### config.mk
export PLATFORM = sky130hd
export DESIGN_NAME = lzd_arbiter
export DESIGN_NICKNAME = d
export VERILOG_FILES = /design/src/rtl/lzd_arbiter.sv
export SDC_FILE = /design/constraint.sdc
export NUM_CORES = 1
export LEC_CHECK = 0
export CAP_MARGIN = 10
export CORE_ASPECT_RATIO = 1.1
export CORE_MARGIN = 5
export CORE_UTILIZATION = 58
export CTS_CLUSTER_SIZE = 28
export DETAILED_ROUTE_END_ITERATION = 6
export PLACE_DENSITY_LB_ADDON = 0.15
export SYNTH_ARGS = -nofsm -noshare
export SYNTH_HDL_FRONTEND = slang
export SYNTH_SLANG_ARGS = --single-unit
### constraint.sdc
create_clock -name clk -period 5.02 [get_ports clk]
set_clock_uncertainty 0.15 [all_clocks]
set_input_delay 1.004 -clock clk [delete_from_list [all_inputs] [get_ports clk]]
set_output_delay 1.004 -clock clk [all_outputs]
set_load 0.02 [all_outputs]
### src/rtl/lzd_arbiter.sv
// lzd_arbiter: round-robin arbiter between two requesters feeding a
// two-cycle leading-zero count and normalise unit with a ready/valid result port.
module lzd_arbiter #(
    parameter int W  = 48,
    parameter int CW = 6
) (
    input  logic          clk,
    input  logic          rst_n,
    input  logic          req0_valid,
    input  logic [W-1:0]  req0_data,
    output logic          req0_ready,
    input  logic          req1_valid,
    input  logic [W-1:0]  req1_data,
    output logic          req1_ready,
    output logic          res_valid,
    input  logic          res_ready,
    output logic          res_id,
    output logic [CW-1:0] res_lz,
    output logic [W-1:0]  res_norm,
    output logic          res_zero
);
    typedef enum logic [1:0] {IDLE, COUNT, SHIFT, OUT} state_t;
    state_t state_q, state_d;
    logic [W-1:0] op_q, op_d, res_norm_q, res_norm_d;
    logic [CW-1:0] cnt_q, cnt_d, res_lz_q, res_lz_d, lz;
    logic id_q, id_d, last_q, last_d, res_valid_q, res_valid_d;
    logic res_id_q, res_id_d, res_zero_q, res_zero_d;
    logic idle, grant, acc;

    // Ready is gated by rst_n so it stays low while reset is held.
    assign idle       = rst_n && state_q == IDLE;
    assign grant      = (req0_valid && req1_valid) ? !last_q : req1_valid;
    assign req0_ready = idle && !grant;
    assign req1_ready = idle && grant;
    assign acc        = (req0_valid && req0_ready) || (req1_valid && req1_ready);

    assign res_valid = res_valid_q;
    assign res_id    = res_id_q;
    assign res_lz    = res_lz_q;
    assign res_norm  = res_norm_q;
    assign res_zero  = res_zero_q;

    // Highest set bit wins; an all-zero operand keeps the default of W.
    always_comb begin
        lz = CW'(W);
        for (int i = 0; i < W; i++)
            if (op_q[i]) lz = CW'(W - 1 - i);
    end

    always_comb begin
        state_d     = state_q;
        op_d        = op_q;
        id_d        = id_q;
        last_d      = last_q;
        cnt_d       = cnt_q;
        res_valid_d = res_valid_q;
        res_id_d    = res_id_q;
        res_lz_d    = res_lz_q;
        res_norm_d  = res_norm_q;
        res_zero_d  = res_zero_q;
        case (state_q)
            IDLE: if (acc) begin
                op_d    = grant ? req1_data : req0_data;
                id_d    = grant;
                last_d  = grant;
                state_d = COUNT;
            end
            COUNT: begin
                cnt_d   = lz;
                state_d = SHIFT;
            end
            SHIFT: begin
                res_norm_d  = op_q << cnt_q;
                res_lz_d    = cnt_q;
                res_zero_d  = ~|op_q;
                res_id_d    = id_q;
                res_valid_d = 1'b1;
                state_d     = OUT;
            end
            default: if (res_ready) begin
                res_valid_d = 1'b0;
                state_d     = IDLE;
            end
        endcase
    end

    always_ff @(posedge clk or negedge rst_n) begin
        if (!rst_n) begin
            state_q     <= IDLE;
            op_q        <= '0;
            id_q        <= 1'b0;
            last_q      <= 1'b1;
            cnt_q       <= '0;
            res_valid_q <= 1'b0;
            res_id_q    <= 1'b0;
            res_lz_q    <= '0;
            res_norm_q  <= '0;
            res_zero_q  <= 1'b0;
        end else begin
            state_q     <= state_d;
            op_q        <= op_d;
            id_q        <= id_d;
            last_q      <= last_d;
            cnt_q       <= cnt_d;
            res_valid_q <= res_valid_d;
            res_id_q    <= res_id_d;
            res_lz_q    <= res_lz_d;
            res_norm_q  <= res_norm_d;
            res_zero_q  <= res_zero_d;
        end
    end
endmodule

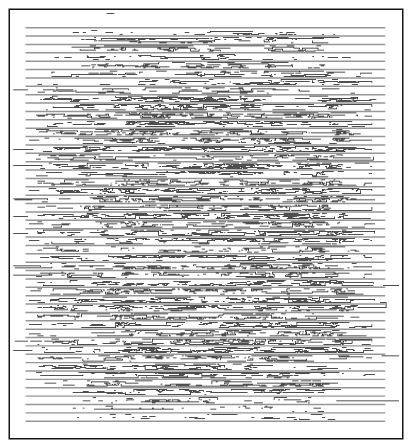
m1.png
Supply wires on this layer in grey.
wire length on this layer = 9820 um
nets with wire on the layer = 959
main direction = horizontal

==> impl_metrics.tcl <==
# implementation run metrics
set metrics [dict create \
    utilization 0.7218 \
    htreeDepth 4 \
    synth-main-ff-cell "dfrtp_1" \
    internal-power_uw 4338 \
    die_area_mm2 0.01770 \
    finalNonFillerCells 1204 \
    critical_path_class "in -> out" \
    insertion_delay_ns 0.42 \
    worstHoldStart "id_q" \
    synth-area-yosys_mm2 0.008777 \
    hold_class "reg -> reg" \
    drv_cap 0 \
    switching_share 0.4628 \
    yosysWarnings 0 \
    power.total_uw 8076 \
    clock-sinks 115 \
    top_cells_by_count "nand2_1 (123), mux2i_1 (115), dfrtp_1 (114)" \
    layout_top_cells "clkdlybuf4s50_1 (158), nand2_1 (123), mux2i_1 (115)" \
    outcome "finished clean" \
    power_switching_uw 3738 \
    grt_start_max_net_pins 103 \
    warning_count 31 \
    fp_util 0.5876 \
    hold_depth 1 \
    detail_route.first_pass.iterations 7 \
    area_growth_pct 22.84 \
    cts_root_buf "clkbuf_16" \
    slew_violations 0 \
    drt_iter0_drc 1084 \
    worstMarginPinSlew_ns 1.045 \
    rows 47 \
    drive_gt1_frac 0.1260 \
    pwr-share-seq 0.270 \
    layout.cells.most_common "clkdlybuf4s50_1" \
    numCtsBuffers 17 \
    nWellTaps 196 \
    top_cells_by_area "dfrtp_1 (33%), mux2i_1 (13%), mux4_2 (11%)" \
    seq_area_frac 0.2675 \
    fin_tns_setup_ns 0 \
    synth.cell_area_mm2 0.008777 \
]
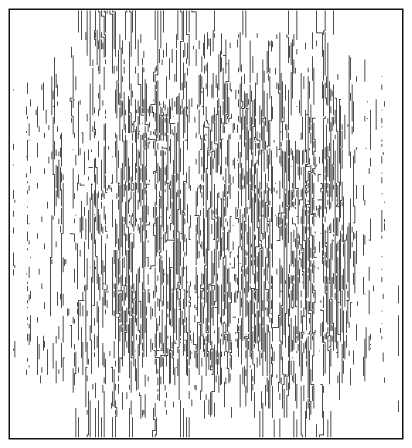
m2.png
nets with wire on the layer = 898
wire length on this layer = 11500 um
longest straight run = 44.9 um
share of all routed wire = 47%
main direction = vertical

[power by group through the flow]
stage	sequential, uW	combinational (uW)	clock (uW)
after CTS	2150	4630	1220
after detailed placement	2160	4600	0
final	2180	4690	1210
after floorplan	1780	3660	0
after global placement	2140	4520	0
after global routing	2270	5020	1260
[critical path, cell delays in order]
cell,delay (ns)
clkdlybuf4s50_1,0.48
a21boi_4,0.47
and3_1,0.28
clkdlybuf4s50_1,0.62
[layer usage]
layer | wire length, um | global-route usage
met1 | 9821 | 0.3870
met3 | 2305 | 0.05817
met2 | 11470 | 0.4145
met4 | 935 | 0.1237
met5 | 0 | 0
[cells by family after synthesis]
group | share of synthesized area
flops | 0.3280
buf+inv | 0.07070
compound gates | 0.1709
simple gates | 0.1254
fa+ha+maj | 0.005702
mux | 0.2992
No activity file was given, so power comes from the tool's default toggle rates.
